==> run_1/clock_map.png <==
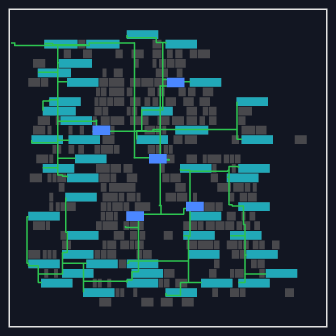
==> run_1/final_congestion.png <==
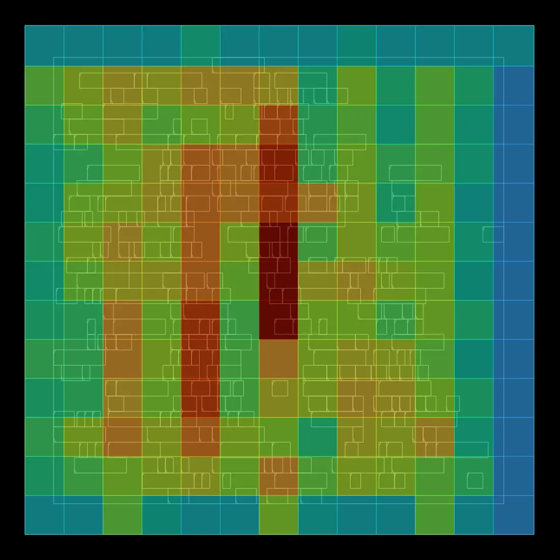
==> run_1/met3.png <==
Cells faint in the background.
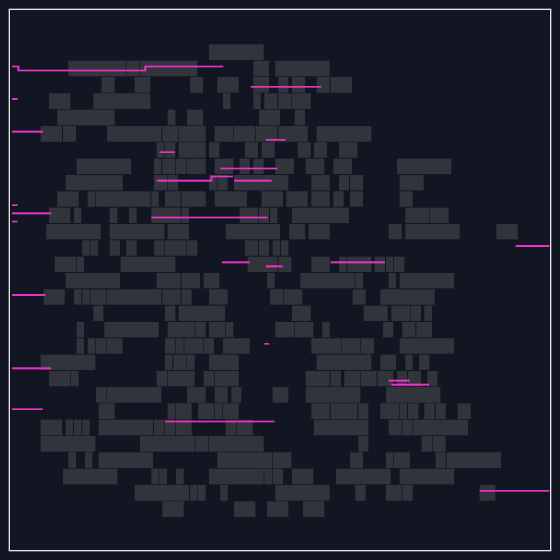
==> run_1/gate_families.png <==
The bar under the picture is 20 um long.
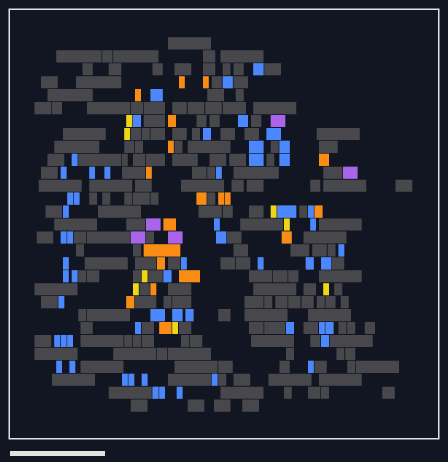
`config.mk`:
```
export PLATFORM = sky130hd
export DESIGN_NAME = mbus_ctrl_gen2
export DESIGN_NICKNAME = d
export VERILOG_FILES = /design/src/rtl/mbus_ctrl_pkg.sv /design/src/rtl/mbus_din_filter.sv /design/src/rtl/mbus_ctrl_gen2.sv
export SDC_FILE = /design/constraint.sdc
export NUM_CORES = 1
export LEC_CHECK = 0
export CAP_MARGIN = 20
export CORE_MARGIN = 5
export CORE_UTILIZATION = 40
export DETAILED_ROUTE_END_ITERATION = 10
export GPL_ROUTABILITY_DRIVEN = 0
export GPL_TIMING_DRIVEN = 1
export PLACE_DENSITY = 0.56
export SETUP_SLACK_MARGIN = 0.02
export SLEW_MARGIN = 20
export SYNTH_ARGS = -nofsm -noshare
export SYNTH_HDL_FRONTEND = slang
export SYNTH_SLANG_ARGS = --single-unit
export TNS_END_PERCENT = 100
```
`constraint.sdc`:
```
create_clock -name CLK_IN -period 3.63 [get_ports CLK_IN]
set_input_delay 0.363 -clock CLK_IN [delete_from_list [all_inputs] [get_ports CLK_IN]]
set_output_delay 0.363 -clock CLK_IN [all_outputs]
set_load 0.02 [all_outputs]
```
`src/rtl/mbus_ctrl_pkg.sv`:
```
`default_nettype none
// ============================================================================
//  Module      : mbus_ctrl_pkg
//  Description : Shared definitions for the gen2 MBus master control node.
//                Holds the FSM state encoding, the RESET_CAUSE and
//                interrupt-pending codes, and a width helper for sizing
//                the down-counters.
//  Revision    : 1.0 - initial release
// ============================================================================
package mbus_ctrl_pkg;

    localparam int unsigned c_STATE_W = 4;
    typedef logic [c_STATE_W-1:0] state_t;

    // Bus controller states; the comment gives the CLK_OUT level
    localparam state_t c_ST_IDLE      = 4'd0;   // 1
    localparam state_t c_ST_START_POS = 4'd1;   // 1
    localparam state_t c_ST_START_NEG = 4'd2;   // 0
    localparam state_t c_ST_ARB_POS   = 4'd3;   // 1
    localparam state_t c_ST_ARB_NEG   = 4'd4;   // 0
    localparam state_t c_ST_DRV1_POS  = 4'd5;   // 1
    localparam state_t c_ST_DRV1_NEG  = 4'd6;   // 0
    localparam state_t c_ST_LAT1_POS  = 4'd7;   // 1
    localparam state_t c_ST_LAT1_NEG  = 4'd8;   // 0
    localparam state_t c_ST_DRV2_POS  = 4'd9;   // 1
    localparam state_t c_ST_DRV2_NEG  = 4'd10;  // 0
    localparam state_t c_ST_LAT2_POS  = 4'd11;  // 1
    localparam state_t c_ST_LAT2_NEG  = 4'd12;  // 0
    localparam state_t c_ST_RST_POS   = 4'd13;  // 1
    localparam state_t c_ST_RST_NEG   = 4'd14;  // 0
    localparam state_t c_ST_DISABLE   = 4'd15;  // 1

    // RESET_CAUSE codes
    localparam logic [1:0] c_CAUSE_NONE = 2'b00;
    localparam logic [1:0] c_CAUSE_IRQ  = 2'b01;
    localparam logic [1:0] c_CAUSE_WDOG = 2'b10;

    // Interrupt request pipeline: armed in LAT2_POS, promoted one bit-pair later
    localparam logic [1:0] c_PEND_NONE  = 2'b00;
    localparam logic [1:0] c_PEND_ARMED = 2'b01;
    localparam logic [1:0] c_PEND_FIRE  = 2'b10;

    // Number of bits needed to hold any value in 0..max_val (minimum 1)
    function automatic int unsigned f_width(input int unsigned max_val);
        int unsigned w;
        w = 1;
        for (int i = 1; i < 32; i++) begin
            if ((max_val >> i) != 0) begin
                w = i + 1;
            end
        end
        return w;
    endfunction

endpackage
`default_nettype wire

```
`src/rtl/mbus_din_filter.sv`:
```
`default_nettype none
// ============================================================================
//  Module      : mbus_din_filter
//  Description : Start-request glitch filter. Shifts in lane-0 samples and
//                flags a start once FILT_DEPTH consecutive samples are low.
//                While i_clr is high the history is forced to all ones so a
//                stale low run can never leak into the next idle period.
//  Ports       : CLK_IN   - system clock
//                RESET    - asynchronous active-low reset
//                i_clr    - force history to all ones
//                i_sample - lane-0 data sample
//                o_start  - start request detected
//  Revision    : 1.0 - initial release
// ============================================================================
module mbus_din_filter #(
    parameter int unsigned FILT_DEPTH = 4
) (
    input  logic CLK_IN,
    input  logic RESET,
    input  logic i_clr,
    input  logic i_sample,
    output logic o_start
);
    import mbus_ctrl_pkg::*;

    logic [FILT_DEPTH-1:0] r_shift;

    generate
        if (FILT_DEPTH == 1) begin : g_depth_one
            always_ff @(posedge CLK_IN or negedge RESET) begin
                if (!RESET) begin
                    r_shift <= '1;
                end else if (i_clr) begin
                    r_shift <= '1;
                end else begin
                    r_shift <= i_sample;
                end
            end
        end else begin : g_depth_many
            always_ff @(posedge CLK_IN or negedge RESET) begin
                if (!RESET) begin
                    r_shift <= '1;
                end else if (i_clr) begin
                    r_shift <= '1;
                end else begin
                    r_shift <= {r_shift[FILT_DEPTH-2:0], i_sample};
                end
            end
        end
    endgenerate

    assign o_start = (r_shift == '0);

endmodule
`default_nettype wire

```
`src/rtl/mbus_ctrl_gen2.sv`:
```
`default_nettype none
// ============================================================================
//  Module      : mbus_ctrl_gen2
//  Description : Second-generation MBus master control node. Generates the
//                bus clock and the start / arbitration / data-forwarding /
//                bus-reset sequences for LANES data lanes, with a runtime
//                clock divider, a start glitch filter, interrupt detection
//                on lane 0 and a bit-pair watchdog that forces a bus reset.
//  Ports       : CLK_IN      - system clock
//                RESET       - asynchronous active-low reset
//                CLK_DIV     - CLK_OUT half-period minus 1 (CLK_IN cycles)
//                DIN         - ring return data
//                DOUT        - forwarded data (all ones while held)
//                CLK_OUT     - bus clock
//                BUS_BUSY    - controller not idle
//                RESET_CAUSE - 01 interrupt reset, 10 watchdog reset
//                RESET_DONE  - one-cycle pulse on return to idle
//  Revision    : 1.0 - initial release
// ============================================================================
module mbus_ctrl_gen2 #(
    parameter int unsigned LANES               = 1,
    parameter int unsigned DIV_W               = 8,
    parameter int unsigned FILT_DEPTH          = 4,
    parameter int unsigned START_HALF_CYCLES   = 6,
    parameter int unsigned RESET_CYCLES        = 4,
    parameter int unsigned DISABLE_HALF_CYCLES = 6,
    parameter int unsigned MAX_BITS            = 1024
) (
    input  logic             CLK_IN,
    input  logic             RESET,
    input  logic [DIV_W-1:0] CLK_DIV,
    input  logic [LANES-1:0] DIN,
    output logic [LANES-1:0] DOUT,
    output logic             CLK_OUT,
    output logic             BUS_BUSY,
    output logic [1:0]       RESET_CAUSE,
    output logic             RESET_DONE
);
    import mbus_ctrl_pkg::*;

    // One shared down-counter sequences START_POS halves, reset cycles and
    // DISABLE halves, so it is sized for the largest of the three.
    localparam int unsigned c_SEQ_TOP =
        (START_HALF_CYCLES > RESET_CYCLES)
            ? ((START_HALF_CYCLES > DISABLE_HALF_CYCLES) ? START_HALF_CYCLES : DISABLE_HALF_CYCLES)
            : ((RESET_CYCLES > DISABLE_HALF_CYCLES) ? RESET_CYCLES : DISABLE_HALF_CYCLES);
    localparam int unsigned c_SEQ_W  = f_width(c_SEQ_TOP - 1);
    localparam int unsigned c_BCNT_W = f_width((MAX_BITS == 0) ? 1 : MAX_BITS - 1);

    localparam logic [c_SEQ_W-1:0]  c_START_LAST = c_SEQ_W'(START_HALF_CYCLES - 1);
    localparam logic [c_SEQ_W-1:0]  c_RST_LAST   = c_SEQ_W'(RESET_CYCLES - 1);
    localparam logic [c_SEQ_W-1:0]  c_DIS_LAST   = c_SEQ_W'(DISABLE_HALF_CYCLES - 1);
    localparam logic [c_BCNT_W-1:0] c_BITS_LAST  = c_BCNT_W'((MAX_BITS == 0) ? 0 : MAX_BITS - 1);

    state_t              r_state;
    state_t              w_state_nxt;
    logic [DIV_W-1:0]    r_div_q;
    logic [DIV_W-1:0]    r_cnt;
    logic [c_SEQ_W-1:0]  r_seq;
    logic [c_BCNT_W-1:0] r_bcnt;
    logic [LANES-1:0]    r_din;
    logic [1:0]          r_hist;
    logic [1:0]          r_pend;
    logic [1:0]          r_cause;
    logic                r_hold;
    logic                r_done;

    logic w_start;
    logic w_half_end;
    logic w_wdog;
    logic w_bus_reset;

    // ------------------------------------------------------------------------
    // Start detector on lane 0, only active while idle
    // ------------------------------------------------------------------------
    mbus_din_filter #(
        .FILT_DEPTH (FILT_DEPTH)
    ) u_din_filter (
        .CLK_IN   (CLK_IN),
        .RESET    (RESET),
        .i_clr    (r_state != c_ST_IDLE),
        .i_sample (DIN[0]),
        .o_start  (w_start)
    );

    assign w_half_end  = (r_cnt == '0);
    assign w_wdog      = (MAX_BITS != 0) && (r_bcnt == c_BITS_LAST);
    // Watchdog and a promoted interrupt both lead to the same single reset
    assign w_bus_reset = w_wdog || (r_pend == c_PEND_FIRE);

    // ------------------------------------------------------------------------
    // FSM: state register
    // ------------------------------------------------------------------------
    always_ff @(posedge CLK_IN or negedge RESET) begin
        if (!RESET) begin
            r_state <= c_ST_IDLE;
        end else begin
            r_state <= w_state_nxt;
        end
    end

    // ------------------------------------------------------------------------
    // FSM: next-state logic. Apart from leaving IDLE, every transition
    // happens on the last cycle of a half-period.
    // ------------------------------------------------------------------------
    always_comb begin
        w_state_nxt = r_state;
        case (r_state)
            c_ST_IDLE:      if (w_start) w_state_nxt = c_ST_START_POS;
            c_ST_START_POS: if (w_half_end && (r_seq == '0)) w_state_nxt = c_ST_START_NEG;
            c_ST_START_NEG: if (w_half_end) w_state_nxt = c_ST_ARB_POS;
            c_ST_ARB_POS:   if (w_half_end) w_state_nxt = c_ST_ARB_NEG;
            c_ST_ARB_NEG:   if (w_half_end) w_state_nxt = c_ST_DRV1_POS;
            c_ST_DRV1_POS:  if (w_half_end) w_state_nxt = c_ST_DRV1_NEG;
            c_ST_DRV1_NEG:  if (w_half_end) w_state_nxt = c_ST_LAT1_POS;
            c_ST_LAT1_POS:  if (w_half_end) w_state_nxt = c_ST_LAT1_NEG;
            c_ST_LAT1_NEG:  if (w_half_end) w_state_nxt = c_ST_DRV2_POS;
            c_ST_DRV2_POS:  if (w_half_end) w_state_nxt = c_ST_DRV2_NEG;
            c_ST_DRV2_NEG:  if (w_half_end) w_state_nxt = c_ST_LAT2_POS;
            c_ST_LAT2_POS:  if (w_half_end) w_state_nxt = c_ST_LAT2_NEG;
            c_ST_LAT2_NEG:
                if (w_half_end) begin
                    w_state_nxt = w_bus_reset ? c_ST_RST_POS : c_ST_DRV1_POS;
                end
            c_ST_RST_POS:   if (w_half_end) w_state_nxt = c_ST_RST_NEG;
            c_ST_RST_NEG:
                if (w_half_end) begin
                    w_state_nxt = (r_seq == '0) ? c_ST_DISABLE : c_ST_RST_POS;
                end
            c_ST_DISABLE:   if (w_half_end && (r_seq == '0)) w_state_nxt = c_ST_IDLE;
            default:        w_state_nxt = c_ST_IDLE;
        endcase
    end

    // ------------------------------------------------------------------------
    // FSM: outputs decoded from the registered state only
    // ------------------------------------------------------------------------
    always_comb begin
        BUS_BUSY = (r_state != c_ST_IDLE);
        case (r_state)
            c_ST_START_NEG, c_ST_ARB_NEG, c_ST_DRV1_NEG, c_ST_LAT1_NEG,
            c_ST_DRV2_NEG, c_ST_LAT2_NEG, c_ST_RST_NEG:
                CLK_OUT = 1'b0;
            default:
                CLK_OUT = 1'b1;
        endcase
    end

    // ------------------------------------------------------------------------
    // Datapath: timer, sequencing counter, hold, history, interrupt and
    // watchdog bookkeeping
    // ------------------------------------------------------------------------
    always_ff @(posedge CLK_IN or negedge RESET) begin
        if (!RESET) begin
            r_din   <= '1;
            r_div_q <= '0;
            r_cnt   <= '0;
            r_seq   <= '0;
            r_bcnt  <= '0;
            r_hist  <= '0;
            r_pend  <= c_PEND_NONE;
            r_cause <= c_CAUSE_NONE;
            r_hold  <= 1'b1;
            r_done  <= 1'b0;
        end else begin
            r_din  <= DIN;
            r_done <= 1'b0;

            // Half-period timer: stopped in IDLE, reloads from the divider
            // latched at IDLE exit so CLK_DIV edits mid-transaction are inert.
            if (r_state == c_ST_IDLE) begin
                r_cnt <= '0;
                if (w_start) begin
                    r_div_q <= CLK_DIV;
                    r_cnt   <= CLK_DIV;
                    r_seq   <= c_START_LAST;
                    r_cause <= c_CAUSE_NONE;
                end
            end else begin
                r_cnt <= w_half_end ? r_div_q : (r_cnt - 1'b1);
            end

            if (w_half_end) begin
                case (r_state)
                    c_ST_START_POS: begin
                        if (r_seq != '0) r_seq <= r_seq - 1'b1;
                    end
                    c_ST_ARB_NEG: begin
                        r_hold <= 1'b0;
                    end
                    c_ST_DRV1_NEG: begin
                        r_hist[0] <= r_din[0];
                    end
                    c_ST_DRV2_NEG: begin
                        r_hist[1] <= r_din[0];
                    end
                    c_ST_LAT2_NEG: begin
                        r_bcnt <= r_bcnt + 1'b1;
                        if (w_bus_reset) begin
                            r_hold  <= 1'b1;
                            r_seq   <= c_RST_LAST;
                            r_cause <= w_wdog ? c_CAUSE_WDOG : c_CAUSE_IRQ;
                        end
                    end
                    c_ST_RST_NEG: begin
                        r_seq <= (r_seq == '0) ? c_DIS_LAST : (r_seq - 1'b1);
                    end
                    c_ST_DISABLE: begin
                        if (r_seq == '0) begin
                            r_done <= 1'b1;
                            r_cnt  <= '0;
                            r_bcnt <= '0;
                            r_pend <= c_PEND_NONE;
                            r_hist <= '0;
                        end else begin
                            r_seq <= r_seq - 1'b1;
                        end
                    end
                    default: ;
                endcase
            end

            // A lane-0 edge between the two drive samples arms a request;
            // it only takes effect after one more bit-pair has gone by.
            if ((r_state == c_ST_LAT2_POS) && (r_pend == c_PEND_NONE) &&
                (r_hist[0] != r_hist[1])) begin
                r_pend <= c_PEND_ARMED;
            end
            if ((r_state == c_ST_DRV2_NEG) && (r_pend == c_PEND_ARMED)) begin
                r_pend <= c_PEND_FIRE;
            end
        end
    end

    assign DOUT        = r_hold ? {LANES{1'b1}} : r_din;
    assign RESET_CAUSE = r_cause;
    assign RESET_DONE  = r_done;

endmodule
`default_nettype wire

```
==> results.json, run 1 <==
{
  "io_buffers": 16,
  "cts_buffers": 5,
  "path_clk_slew_ns": 0.09,
  "cp-start-kind": "register",
  "rsz0062_at_grt": "no",
  "place_hpwl_mm": 3.87,
  "clockBufferDepth": 2,
  "fp.dieW_um": 90.0,
  "ctsHoldBuffers": 0,
  "wl_per_cell_um": 15.7,
  "cts_setup_buffers": 0,
  "grt_usage_pct": 14.4,
  "grt_max_degree": 47,
  "antenna_found_initial": 0,
  "dr.pass1.iters": 4,
  "synth_top_cell_by_area": "dfrtp_1",
  "cts_root_buf": "clkbuf_8",
  "r2r_slack_ns": 1.05,
  "initCoreUtil_pct": 40.8,
  "avgSynthCellArea_sq_um": 9.62,
  "fin_skew_ns": 0.0105,
  "min_path_type": "primary input to async pin",
  "leakage_nw": 1.18,
  "antenna-diode-count": 0,
  "ys_chip_area_sq_um": 2560,
  "ys_cells": 266,
  "initialDrtViolationCount": 125,
  "drive_above_1_share_pct": 14.7,
  "final.period_utilization_pct": 73.6,
  "logic_area_sq_um": 1290,
  "status": "finished clean",
  "grt_pass1_vias": 1949,
  "postSynthSeqShare_pct": 45.3,
  "yosysUniqueCellTypes": 63,
  "row_count": 29,
  "crit_slowest_cell": "or4_1",
  "hold_viol": 0,
  "cts_resized": 0,
  "p_total_mw": 1.81,
  "clock.latency.late_pin_ns": 0.30,
  "critPathKind": "register to primary output",
  "max_slew_margin_pct": 41.7,
  "yosysWarnings": 0,
  "clock_sinks": 46,
  "synth_cells": 266,
  "path_cells": "or4_1 -> clkdlybuf4s50_1",
  "top_cell_area_share_pct": 39.1,
  "setup_viol": 0,
  "synth.net_count": 282,
  "cts_tree": "built",
  "syn_area_sq_um": 2560,
  "fp.dieH_um": 90.0,
  "warnings": 28,
  "worstPathArrival_ns": 2.31,
  "grt-ovfl-total": 0,
  "core_area_sq_um": 6280,
  "ir_drop_v": 0.000286,
  "yosys-top-cells-area": "dfrtp_1 39%, dfstp_2 6.2%, nand2_1 5.1%",
  "vias_per_cell": 5.82,
  "yosys_most_used_dff": "dfrtp_1",
  "maxCapViolCount": 0,
  "crit_required_ns": 3.27,
  "fillerInstances": 627,
  "power.density_nw_per_um2": 637,
  "ant_nets": 0,
  "end_kind": "primary output",
  "htree_levels": 2,
  "synth-edff-count": 0,
  "cp_max_fo": 15,
  "nNetsFinal": 293,
  "ios": 17,
  "flop_area_sq_um": 1160,
  "chipArea_sq_um": 8100,
  "max_stage_delay_ns": 0.84,
  "fin_tns_setup_ns": 0,
  "grt_pass1_wl_mm": 9.76,
  "tightest_slew_ns": 0.874,
  "fmax_ghz": 0.374,
  "drv_slew": 0,
  "drc": 0,
  "area_delta_synth_final_pct": 11.1,
  "fin_crit_ns": 2.67,
  "synth_flop_count": 46,
  "whs_ns": 0.0388,
  "async_reset_ff_share_pct": 100
}
Back to the opening pictures, clock_map.png:
Key: flip-flops = cyan [count 46]; clock wires = green [length 603 um]; cells driving clock nets = blue [count 5]
There are 6 routed clock nets. Position of the flops: spread over the die.

Back to the opening pictures, final_congestion.png:
M2 GR Usage: 22.3%
Util after Layout: 45.3%

Back to the opening pictures, met3.png:
The wires run mostly horizontal. 21 nets have wire on it.
final WL: 5.57 mm
Vias: 2,065
met3 Use GR: 2.84%

Back to the opening pictures, gate_families.png:
Key: XOR/XNOR gates = purple [cells 5]; NOR gates = orange [cells 19]; NAND gates = blue [cells 57]; inverters = yellow [cells 8]
Comb area share: 45.4%
Layout Cells excl Fill: 355

[run 1: synthesized netlist by cell type (3+ instances only)]
cell,count
nand3_1,8
ha_1,5
and3_1,3
o211ai_1,7
buf_2,6
nand2b_1,4
nand4b_1,4
or2_2,6
dfstp_2,6
o2111ai_1,3
nor3_1,4
or4_1,6
nor2_1,8
and4_1,3
a21oi_1,19
clkbuf_1,6
mux2_2,3
inv_1,8
nand4_1,4
o31ai_1,3
dfrtp_1,40
o21ai_0,17
or3_1,8
xnor2_1,3
nand2_1,35
[run 1: flip-flops by register name, indices dropped and copies added (netlist names)]
register and count:
RESET_DONE 1, r_hold 1, RESET_CAUSE 2, r_hist 2
r_div_q 8, r_pend 2, r_bcnt 10, r_seq 3
u_din_filter.r_shift 4, r_din 1, r_state 4, r_cnt 8
[run 1: worst paths after layout]
path | start | end | depth (start not counted)
max | r_state[1] | BUS_BUSY | 2
min reg2reg | r_div_q[2] | r_div_q[2] | 2
min | RESET | r_bcnt[4] | 1
max in group asynchronous | RESET | RESET_CAUSE[1] | 1
max reg2reg | r_state[1] | r_cnt[5] | 4
min in group CLK_IN | r_div_q[2] | r_div_q[2] | 2
[run 1: critical path: cells and delay by family (launching register included)]
kind	cells	cell delay, ns
DFF	1	0.52
buffers and inverters	1	0.65
and+or+nand+nor	1	0.84
[run 1: power by group]
part | internal, mW | leakage, nW | switching, mW
combinational | 0.338 | 0.555 | 0.423
clock | 0.136 | 0.0452 | 0.177
sequential | 0.609 | 0.580 | 0.128
[run 1: final cells by class]
cell class / instances / area share [%]
clock inverters: 2 / 0.484
flip-flops and latches: 46 / 40.8
clock buffers: 6 / 2.55
well taps: 77 / 3.39
multi-input cells: 197 / 45.4
repair buffers: 19 / 6.34
inverters: 8 / 1.06
[run 1: cells in the final DEF (no fill, tap or decap), types with 5 or more instances in the layout]
| cell type | netlist | layout |
|---|---|---|
| a21oi_1 | 19 | 19 |
| dfstp_2 | 6 | 6 |
| o21ai_0 | 17 | 17 |
| clkdlybuf4s50_1 | 0 | 15 |
| o211ai_1 | 7 | 7 |
| clkbuf_8 | 0 | 5 |
| inv_1 | 8 | 8 |
| or4_1 | 6 | 6 |
| nand2_1 | 35 | 35 |
| or3_1 | 8 | 8 |
| nand3_1 | 8 | 8 |
| ha_1 | 5 | 5 |
| or2_2 | 6 | 6 |
| dfrtp_1 | 40 | 40 |
| nor2_1 | 8 | 8 |
[run 1: cells by family (layout without fill, tap and decap cells)]
family	count (synthesis)	count (layout)	synth area share, %
compound gates	70	70	18.5
xor+xnor	5	5	1.71
fa+ha+maj	5	5	2.44
buf+inv	23	35	4.25
flops	46	46	45.3
mux	4	4	1.71
simple gates	113	113	26.1
[run 1: metrics by stage]
stage                     worst slack [ns]  instance area [sq um]  cells
final                                0.957                   2840    355
after global routing                 0.802                   2840    355
after CTS                            0.941                   2840    355
after detailed placement              1.05                   2750    347
after global placement                1.06                   2750    347
after floorplan                       1.52                   2560    266
[run 1: layer usage]
layer	vias to the layer above	track usage, %	share of wire [%]
met5	-	0	0
met4	0	4.09	1.2
met3	6	2.84	3.4
li1	1016	-	-
met1	1009	20.4	50
met2	34	22.3	45
--- run 2 (diff from run 1) ---
--- a/config.mk
+++ b/config.mk
@@ -11,7 +11,7 @@
 export DETAILED_ROUTE_END_ITERATION = 10
 export GPL_ROUTABILITY_DRIVEN = 0
 export GPL_TIMING_DRIVEN = 1
-export PLACE_DENSITY = 0.56
+export PLACE_DENSITY = 0.58
 export SETUP_SLACK_MARGIN = 0.02
 export SLEW_MARGIN = 20
 export SYNTH_ARGS = -nofsm -noshare
==> constraint.sdc (replaced) <==
create_clock -name CLK_IN -period 2.4 [get_ports CLK_IN]
set_input_delay 0.24 -clock CLK_IN [delete_from_list [all_inputs] [get_ports CLK_IN]]
set_output_delay 0.24 -clock CLK_IN [all_outputs]
set_load 0.02 [all_outputs]
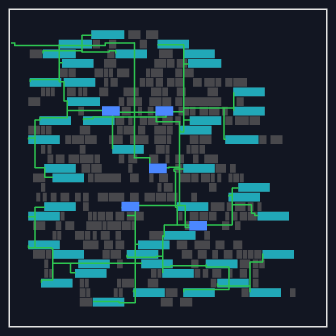
(run_2/clock_map.png)
Key: cells driving clock nets = blue [count 5]; clock wires = green [length 637 um]; flip-flops = cyan [count 46]
Position of the flops: spread over the die. There are 6 routed clock nets.

==> results.json, run 2 <==
{
  "place_area_sq_um": 2870,
  "reg2reg_depth": 7,
  "nNetsFinal": 308,
  "worstPathArrival_ns": 2.02,
  "fin_area_sq_um": 2990,
  "failed_checks": "hold timing",
  "initialDrtViolationCount": 128,
  "cp_max_fo": 11,
  "seq_power_share_pct": 37.2,
  "final.period_utilization_pct": 94.0,
  "crit_slowest_cell": "or4_4",
  "grt_pass1_wl_mm": 10.2,
  "antenna_found_initial": 0,
  "fin_tns_setup_ns": 0,
  "ios": 17,
  "whs_ns": -0.0263,
  "grt_max_degree": 32,
  "synth_top_cell_by_area": "dfrtp_1",
  "maxCapViolCount": 0,
  "status": "finished, violations left",
  "tightest_slew_ns": 0.724,
  "crit_required_ns": 2.16,
  "synth_cells": 266,
  "chipArea_sq_um": 8100,
  "largest_reg_flops": 10,
  "dr.pass1.iters": 4,
  "row_count": 29,
  "r2r_start": "r_cnt[0]",
  "grt-ovfl-total": 0,
  "power_frac_comb_pct": 42.4,
  "hold_viol": 20,
  "fp.dieH_um": 90.0,
  "clock_sinks": 46,
  "critPathLaunch": "r_state[0]",
  "async_reset_ff_share_pct": 100,
  "top_cells_by_count": "40 x dfrtp_1, 35 x nand2_1, 19 x a21oi_1",
  "max_stage_delay_ns": 0.64,
  "p_int_mw": 1.86,
  "wl_per_cell_um": 16.4,
  "fmax_ghz": 0.443,
  "yosysUniqueCellTypes": 63,
  "drive_above_1_share_pct": 19.5,
  "ys_chip_area_sq_um": 2560,
  "core_area_sq_um": 6280,
  "yosys_most_used_dff": "dfrtp_1",
  "drc": 0,
  "path_cells": "or4_4 -> clkdlybuf4s50_1",
  "power.density_nw_per_um2": 1010,
  "initCoreUtil_pct": 40.8,
  "max_slew_margin_pct": 51.7,
  "synth.net_count": 282,
  "lay_top_cells": "40 x dfrtp_1, 35 x nand2_1, 19 x a21oi_1, 18 x buf_4, 17 x o21ai_0",
  "cp-start-kind": "register",
  "grt_pass1_vias": 2049,
  "ys_cells": 266,
  "cts_root_buf": "clkbuf_8",
  "synth-edff-count": 0,
  "avgSynthCellArea_sq_um": 9.62,
  "p_sw_share_pct": 38.0,
  "cts_buffers": 5,
  "end_kind": "primary output",
  "ctsHoldBuffers": 0
}
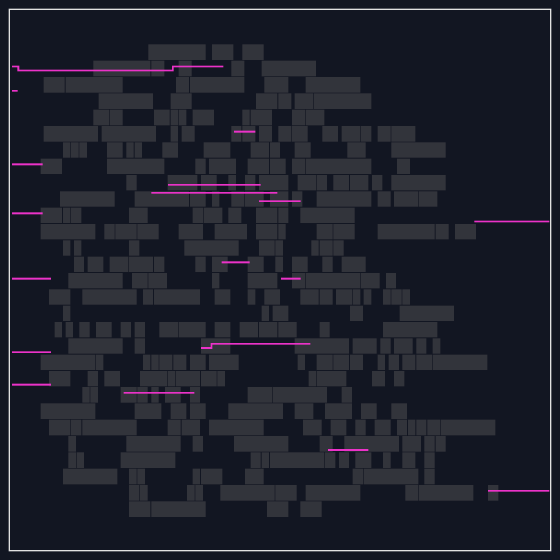
(run_2/met3.png)
Cells faint in the background.
14 nets have wire on it. The wires run mostly horizontal.

-- run 2: layer usage --
metal / share of wire, % / global-route usage, % / up-vias
met4: 0.92 / 3.60 / 0
met3: 2.9 / 2.92 / 5
li1: - / - / 1037
met2: 48 / 24.2 / 23
met1: 48 / 21.2 / 1035
met5: 0 / 0 / -
-- run 2: worst max-delay path by stage --
stage,end,slack (ns),depth (start not counted)
2_1_floorplan,r_seq[0],0.29,7
3_3_place_gp,r_hist[1],0.26,7
3_5_place_dp,r_hist[1],0.23,7
4_1_cts,BUS_BUSY,0.06,2
5_1_grt,r_hist[0],0.05,7
6_report,BUS_BUSY,0.14,2
-- run 2: cell families (layout without fill, tap and decap cells) --
| family | after synthesis | after routing | synth area share (%) |
|---|---|---|---|
| AND/OR/NAND/NOR | 113 | 113 | 26.1 |
| AND-OR/OR-AND | 70 | 70 | 18.5 |
| flip-flops | 46 | 46 | 45.3 |
| buffers and inverters | 23 | 50 | 4.25 |
| adder cells (fa/ha/maj) | 5 | 5 | 2.44 |
| XOR/XNOR | 5 | 5 | 1.71 |
| multiplexers | 4 | 4 | 1.71 |
-- run 2: power by group through the flow --
stage / Clock, mW / Sequential [mW] / Combinational (mW)
after floorplan: 0 / 1.05 / 0.957
after CTS: 0.628 / 1.11 / 1.27
after global routing: 0.654 / 1.14 / 1.43
after global placement: 0 / 1.12 / 1.25
after detailed placement: 0 / 1.12 / 1.27
final: 0.613 / 1.12 / 1.27
-- run 2: final cells by class --
type | count | area [sq um]
fill | 629 | 3290
multi-input combinational | 197 | 1290
timing repair buffer | 34 | 290
clock inverter | 1 | 30.0
sequential | 46 | 1160
tap | 77 | 96.3
clock buffer | 7 | 86.3
inverter | 8 | 30.0
-- run 2: repair_timing --
item	CTS	global route
gates resized	0	1
endpoints found under the hold margin	0	0
endpoints found under the setup margin	0	1
setup buffers	0	0
-- run 2: per-stage QoR --
step                      utilization [%]  power [mW]
final                                47.6        3.01
after global routing                 47.6        3.23
after CTS                            47.5        3.01
after detailed placement             45.7        2.39
after global placement               45.7        2.38
after floorplan                         -        2.01
No activity file was given, so power comes from the tool's default toggle rates.
